File: src/rtl/spi_shift_reg_if.sv
// spi_shift_reg_if: bus bundle for the spi_shift_reg data path.
// The master modport is the controlling side (SPI engine or testbench), and the
// slave modport is the shift register itself.
// When SPI_SHREG_PARITY_EN is defined, the bundle also carries rx_parity.
interface spi_shift_reg_if #(
  parameter int WIDTH = 8,
  parameter int CW    = $clog2(WIDTH + 1)
);
  logic             load;
  logic [WIDTH-1:0] load_data;
  logic             shift_en;
  logic             clear;
  logic             serial_in;
  logic             serial_out;
  logic [WIDTH-1:0] rx_data;
  logic             busy;
  logic             done;
  logic [CW-1:0]    bit_cnt;
`ifdef SPI_SHREG_PARITY_EN
  logic             rx_parity;

  modport master (
    output load, load_data, shift_en, clear, serial_in,
    input  serial_out, rx_data, busy, done, bit_cnt, rx_parity
  );

  modport slave (
    input  load, load_data, shift_en, clear, serial_in,
    output serial_out, rx_data, busy, done, bit_cnt, rx_parity
  );
`else
  modport master (
    output load, load_data, shift_en, clear, serial_in,
    input  serial_out, rx_data, busy, done, bit_cnt
  );

  modport slave (
    input  load, load_data, shift_en, clear, serial_in,
    output serial_out, rx_data, busy, done, bit_cnt
  );
`endif
endinterface

File: src/rtl/spi_shift_reg.sv
// spi_shift_reg: serial/parallel shift register with bit counter and done pulse.
// This is the data path shared by the SPI master and slave.
// A word is loaded in parallel and shifted out one bit per enabled cycle while
// serial_in is captured. The received word is then presented with a one-cycle
// done pulse.
// Optional feature: define SPI_SHREG_PARITY_EN to add the rx_parity output,
// which is the even-parity bit of each completed word.
// The WIDTH of the connected interface must equal this module's WIDTH.
module spi_shift_reg #(
  parameter int WIDTH     = 8,
  parameter bit LSB_FIRST = 1'b0
) (
  input  logic           clk,
  input  logic           reset,   // asynchronous, active low
  spi_shift_reg_if.slave bus
);
  localparam int CW = $clog2(WIDTH + 1);

  typedef enum logic [1:0] {
    IDLE  = 2'd0,
    SHIFT = 2'd1,
    DONE  = 2'd2
  } state_t;

  state_t           state_reg;
  logic [WIDTH-1:0] shreg_reg;
  logic [WIDTH-1:0] rx_data_reg;
  logic [CW-1:0]    bit_cnt_reg;
  logic             busy_reg;
  logic             done_reg;
  logic [WIDTH-1:0] shift_next;
  logic             last_bit;

  // The shift direction is fixed at elaboration time. serial_out taps the end
  // of the register that leaves first.
  generate
    if (LSB_FIRST) begin : g_lsb_first
      assign shift_next     = {bus.serial_in, shreg_reg[WIDTH-1:1]};
      assign bus.serial_out = shreg_reg[0];
    end else begin : g_msb_first
      assign shift_next     = {shreg_reg[WIDTH-2:0], bus.serial_in};
      assign bus.serial_out = shreg_reg[WIDTH-1];
    end
  endgenerate

  assign last_bit = (bit_cnt_reg == CW'(1));

  // Frame FSM. busy and done are carried as their own flops so that both
  // outputs come straight from registers and never glitch.
  always_ff @(posedge clk or negedge reset) begin
    if (!reset) begin
      state_reg   <= IDLE;
      shreg_reg   <= '0;
      rx_data_reg <= '0;
      bit_cnt_reg <= '0;
      busy_reg    <= 1'b0;
      done_reg    <= 1'b0;
    end else if (bus.clear) begin
      // Abort. The last completed word in rx_data is kept.
      state_reg   <= IDLE;
      shreg_reg   <= '0;
      bit_cnt_reg <= '0;
      busy_reg    <= 1'b0;
      done_reg    <= 1'b0;
    end else begin
      case (state_reg)
        IDLE: begin
          done_reg <= 1'b0;
          if (bus.load) begin
            shreg_reg   <= bus.load_data;
            bit_cnt_reg <= CW'(WIDTH);
            busy_reg    <= 1'b1;
            state_reg   <= SHIFT;
          end
        end
        SHIFT: begin
          if (bus.shift_en) begin
            shreg_reg   <= shift_next;
            bit_cnt_reg <= bit_cnt_reg - CW'(1);
            if (last_bit) begin
              rx_data_reg <= shift_next;
              busy_reg    <= 1'b0;
              done_reg    <= 1'b1;
              state_reg   <= DONE;
            end
          end
        end
        DONE: begin
          done_reg <= 1'b0;
          // A load here starts the next frame without an idle gap cycle.
          if (bus.load) begin
            shreg_reg   <= bus.load_data;
            bit_cnt_reg <= CW'(WIDTH);
            busy_reg    <= 1'b1;
            state_reg   <= SHIFT;
          end else begin
            state_reg   <= IDLE;
          end
        end
        default: begin
          state_reg <= IDLE;
          busy_reg  <= 1'b0;
          done_reg  <= 1'b0;
        end
      endcase
    end
  end

`ifdef SPI_SHREG_PARITY_EN
  logic rx_parity_reg;

  // Even parity of each completed word. It is updated on the same edge as
  // rx_data and survives clear.
  always_ff @(posedge clk or negedge reset) begin
    if (!reset) begin
      rx_parity_reg <= 1'b0;
    end else if (!bus.clear && state_reg == SHIFT && bus.shift_en && last_bit) begin
      rx_parity_reg <= ^shift_next;
    end
  end

  assign bus.rx_parity = rx_parity_reg;
`endif

  assign bus.rx_data = rx_data_reg;
  assign bus.busy    = busy_reg;
  assign bus.done    = done_reg;
  assign bus.bit_cnt = bit_cnt_reg;
endmodule

File: src/flat_wrapper.sv
// flat-port wrapper written by rule: the top's interface ports become plain ports
module spi_shift_reg_flat 
#(
  parameter int WIDTH     = 8,
  parameter bit LSB_FIRST = 1'b0
)
  (clk, reset, bus_load, bus_load_data, bus_shift_en, bus_clear, bus_serial_in, bus_serial_out, bus_rx_data, bus_busy, bus_done, bus_bit_cnt);
  spi_shift_reg_if #(.WIDTH(WIDTH)) bus_i ();
  input  logic clk;
  input  logic reset;
  input wire logic [$bits(bus_i.load)-1:0] bus_load;
  input wire logic [$bits(bus_i.load_data)-1:0] bus_load_data;
  input wire logic [$bits(bus_i.shift_en)-1:0] bus_shift_en;
  input wire logic [$bits(bus_i.clear)-1:0] bus_clear;
  input wire logic [$bits(bus_i.serial_in)-1:0] bus_serial_in;
  output wire logic [$bits(bus_i.serial_out)-1:0] bus_serial_out;
  output wire logic [$bits(bus_i.rx_data)-1:0] bus_rx_data;
  output wire logic [$bits(bus_i.busy)-1:0] bus_busy;
  output wire logic [$bits(bus_i.done)-1:0] bus_done;
  output wire logic [$bits(bus_i.bit_cnt)-1:0] bus_bit_cnt;
  assign bus_i.load = bus_load;
  assign bus_i.load_data = bus_load_data;
  assign bus_i.shift_en = bus_shift_en;
  assign bus_i.clear = bus_clear;
  assign bus_i.serial_in = bus_serial_in;
  assign bus_serial_out = bus_i.serial_out;
  assign bus_rx_data = bus_i.rx_data;
  assign bus_busy = bus_i.busy;
  assign bus_done = bus_i.done;
  assign bus_bit_cnt = bus_i.bit_cnt;
  spi_shift_reg #(.WIDTH(WIDTH), .LSB_FIRST(LSB_FIRST)) u_core (.clk(clk), .reset(reset), .bus(bus_i));
endmodule
File: config.mk
export PLATFORM = sky130hd
export DESIGN_NAME = spi_shift_reg_flat
export DESIGN_NICKNAME = d
export VERILOG_FILES = /design/src/rtl/spi_shift_reg_if.sv /design/src/rtl/spi_shift_reg.sv /design/src/flat_wrapper.sv
export SDC_FILE = /design/constraint.sdc
export NUM_CORES = 1
export LEC_CHECK = 0
export ABC_AREA = 1
export CORE_UTILIZATION = 52
export DETAILED_ROUTE_END_ITERATION = 10
export PLACE_DENSITY_LB_ADDON = 0.15
export SYNTH_ARGS = -nofsm -noshare
export SYNTH_HDL_FRONTEND = slang
export SYNTH_SLANG_ARGS = --single-unit
File: constraint.sdc
create_clock -name clk -period 4.4 [get_ports clk]
set_clock_uncertainty 0.2 [all_clocks]
set_input_delay 1.32 -clock clk [delete_from_list [all_inputs] [get_ports clk]]
set_output_delay 1.32 -clock clk [all_outputs]
set_load 0.05 [all_outputs]
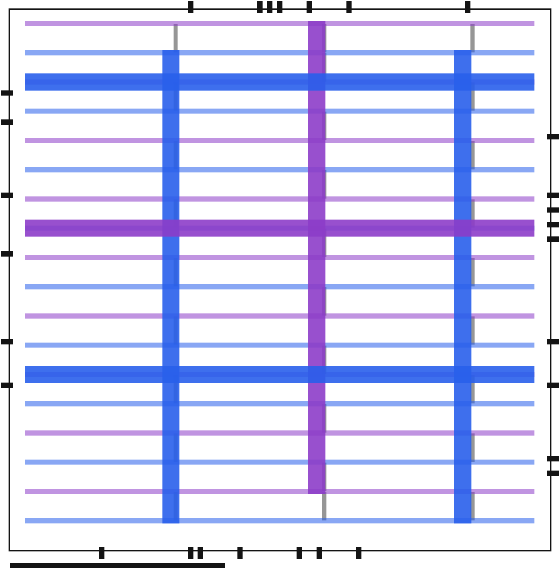
Run 1: supply network
The bar under the picture is 20 um long. Pins as bars on the die edge. Tap cells in gray.
Key: VDD = purple; VSS = blue
3 straps on met5. 3 straps on met4. The core has 17 rows.
Max VDD drop: 0.2046 mV
Core Box Area: 2191 um^2
Die Height: 50.21 um
die width: 50.21 um

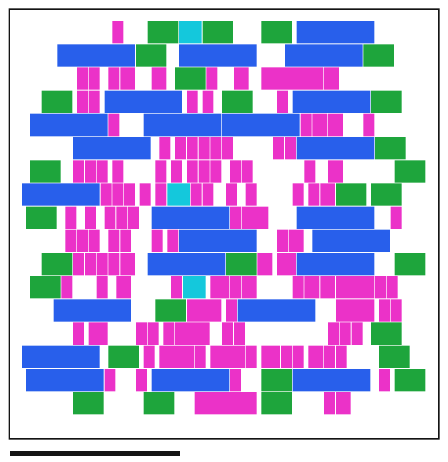
Run 1: cell classes on the final placement
The bar under the picture is 20 um long.
Key: combinational and other logic = magenta [cells 124]; remaining buffers and delay cells = green [cells 28]; clock drivers = cyan [cells 3]; sequential cells = blue [cells 24]
fraction of area in registers: 39.51%
row count: 17
Layout Utilization: 69.39%
fin area: 1520 um^2

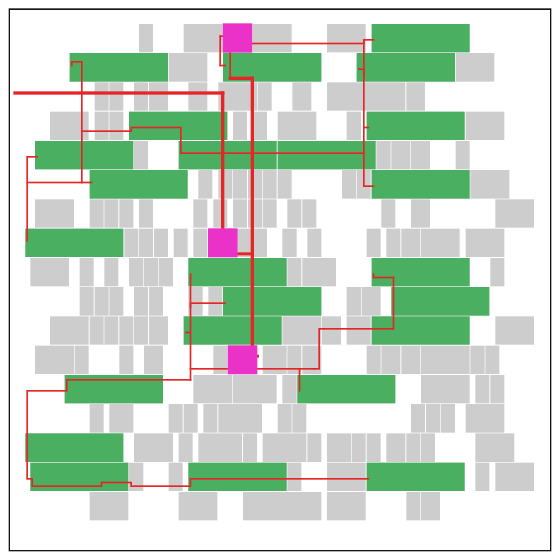
Run 1: clock network drawn from the DEF
Key: clock wires = red [length 263 um]; clock drivers = magenta [count 3]; flip-flops = green [count 24]
Position of the flops: all over the die.

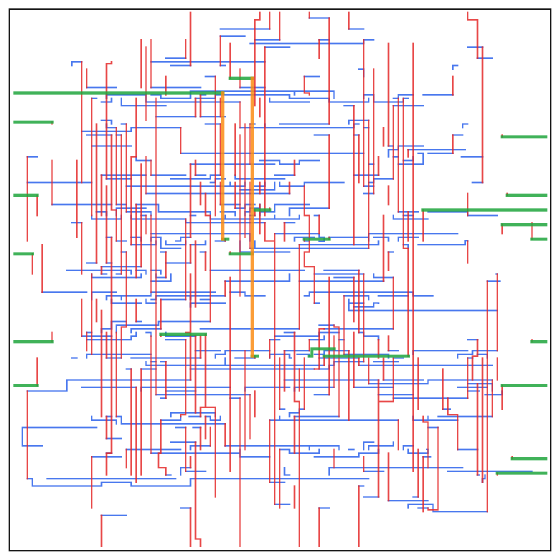
Run 1: signal wires by layer
Key: metal 3 = green [wire length 92.5 um]; metal 4 = orange [wire length 39.4 um]; metal 1 = blue [wire length 1110 um]; metal 2 = red [wire length 1190 um]
final wirelength: 2431 um
WL per Instance: 11.74 um
All-Layer GR Usage: 21.76%
number of vias in the routed layout: 1017

==> ci_impl_report.md, run 1 <==
## Synthesis and layout report

| Metric | Value |
|---|---|
| Setup TNS | 0 ps |
| Die area | 2521 um^2 |
| EDFF count, synth | 0 |
| Post-synth seq share | 49.69% |
| Fill cells | 185 |
| Routed wl met2 | 1188 um |
| Most instantiated cells after synthesis | nand2_1 (79), dfrtp_1 (24), o21ai_0 (10), inv_1 (8), nand3_1 (6) |
| Top_reg_cell synth | dfrtp_1 |
| Final Power | 0.0005101 W |
| CP cell instances | clkdlybuf4s50_1 |
| CLK BUF | 3 |
| OpenROAD warning count | 27 |
| Crit path max fanout | 6 |
| Top sig layer | met4 |
| CTS Buf Count | 3 |
| Vias per std cell | 4.913 |
| Crit-path slowest cell | clkdlybuf4s50_1 |
| Mux contribution to synthesized area | 0% |
| CTS sink cnt | 24 |
| Latency at later pin | 310 ps |
| Bufs on Longest Clock Path | 2 |
| Layout Nets | 197 |
| CP required | 2880 ps |
| Busiest metal layer after global routing | met2 |
| Met1 WL | 1111 um |
| Comb gates | 112 |
| R2r endpoint | u_core.bus.rx_data[2] |
| DR pass1 iterations | 4 |
| Peak Freq | 318.9 MHz |
| GPL Wtd Cong | 0.7869 |
| HP Class | reg2reg |
| Worst Path Buf+Inv | 1 |
| Yosys cell count | 150 |
| Most frequent cells in the layout | nand2_1 (79), clkdlybuf4s50_1 (28), dfrtp_1 (24) |
| Met3 wire length | 92 um |
| Cts hold-fix bufs | 0 |
| Max incr delay on CP | 840 ps |
| Drt drc | 0 |
| Post-Layout Cell Count | 207 |
| Fraction of power spent switching nets | 35.83% |
| Vias in the first global route | 920 |
| Hold WS | 295.6 ps |
| Fin crit share | 71.27% |
| Seq pwr share | 51.4% |
| Hold Path End | u_core.bus.busy |
| Pwr top | sequential cells |
| Comb area leader | simple AND/OR/NAND/NOR gates |
| Comb pwr | 0.000154 W |
| Mapped Cells | 150 |
| Area fraction in compound gates | 5.280% |
| Input/output buffers | 28 |
| I/O pin cnt | 29 |
| Synth top area cells | dfrtp_1 (50%), nand2_1 (25%), o21ai_0 (4.1%) |
| Seq group | 0.000262 W |
| Cell depth of the worst setup path | 1 |
| CP Launch Type | flip-flop |
| Post-synth ARST share | 100.0% |
| Power Internal | 0.0003273 W |
| Comb area share | 35.31% |
| Kind of cell adding the most delay to the critical path | buffers and inverters |
| Xor+xnor area frac | 0% |
| Syn Area/Cell | 8.058 um^2 |
| R2R Path Start | u_core.bus.bit_cnt[1] |
| Root buffer cell | clkbuf_4 |
| Layout area overhead | 25.78% |
| Hold Fails Final Rpt | 0 |
| Max-area cell class | registers |
| Post-Syn Area | 1209 um^2 |
| Status | complete, no violations |
| NonClk Buf Share | 18.44% |
| CP Launch Point | u_core.bus.bit_cnt[2] |
| Most frequent logic cell in the layout | nand2_1 |
| Reg2reg setup slack | 2620 ps |
| Power Clock | 0.0000936 W |
| Crit path capture type | output port |
| R2R cell count | 5 |
| Final WS setup | 1264 ps |
| End point of the critical path | bus_bit_cnt[2] |
| Starting DRT DRC Count | 19 |
| Worst hold path stage count | 2 |
| Ys Warns | 0 |
| Combinational Power Share | 30.3% |
| Global route total overflow | 0 |
| Registers | 24 |
| Area leader share | 49.69% |
| Gate Area | 536.8 um^2 |
| Nonclk inv count | 12 |
==> inputs of run 2 (changes only) <==
- CORE_UTILIZATION: 52 -> 44
- clock period: 4.4 -> 2.65 ns (I/O delays scaled with it)
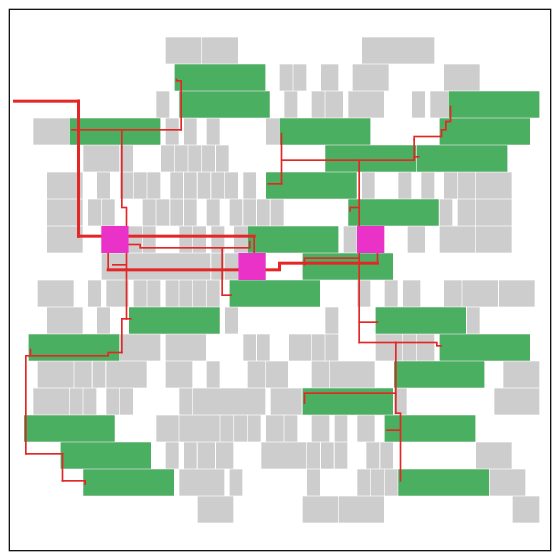
Run 2: clock network drawn from the DEF
Power Clock: 0.000261 W
Latency at later pin: 310 ps
Clk pwr share: 27.4%

==> ci_impl_report.md, run 2 <==
## Synthesis and layout report

| Metric | Value |
|---|---|
| Number of vias in the routed layout | 1033 |
| DR pass1 iterations | 4 |
| Drt drc | 0 |
| Max incr delay on CP | 820 ps |
| All-Layer GR Usage | 18.41% |
| Fraction of area in registers | 37.94% |
| R2r endpoint | u_core.bus.busy |
| Ys Warns | 0 |
| Most frequent logic cell in the layout | nand2_1 |
| Yosys cell count | 150 |
| Final wirelength | 2320 um |
| Comb gates | 112 |
| Mux contribution to synthesized area | 0% |
| OpenROAD warning count | 27 |
| Layout Utilization | 62.19% |
| Starting DRT DRC Count | 25 |
| Most instantiated cells after synthesis | nand2_1 (79), dfrtp_1 (24), o21ai_0 (10), inv_1 (8), nand3_1 (6) |
| Met3 wire length | 143 um |
| Bufs on Longest Clock Path | 2 |
| Routed wl met2 | 1046 um |
| Die area | 2960 um^2 |
| Most frequent cells in the layout | nand2_1 (79), clkdlybuf4s50_1 (25), dfrtp_1 (24) |
| Max-area cell class | registers |
| Cell depth of the worst setup path | 1 |
| Mapped Cells | 150 |
| CP Launch Point | u_core.bus.bit_cnt[1] |
| Post-synth seq share | 49.69% |
| I/O pin cnt | 29 |
| Comb area leader | simple AND/OR/NAND/NOR gates |
| R2R cell count | 7 |
| CLK BUF | 3 |
| Fin area | 1583 um^2 |
| Core Box Area | 2545 um^2 |
| Top sig layer | met4 |
| Worst hold path stage count | 2 |
| CP Launch Type | flip-flop |
| NonClk Buf Share | 19.60% |
| Seq pwr share | 45.7% |
| Comb area share | 33.91% |
| Comb pwr | 0.000257 W |
| R2R Path Start | u_core.bus.bit_cnt[1] |
| Status | complete, no violations |
| Input/output buffers | 28 |
| Pwr top | sequential cells |
| Row count | 18 |
Power figures rest on the tool's default switching activity, not on a simulated workload.
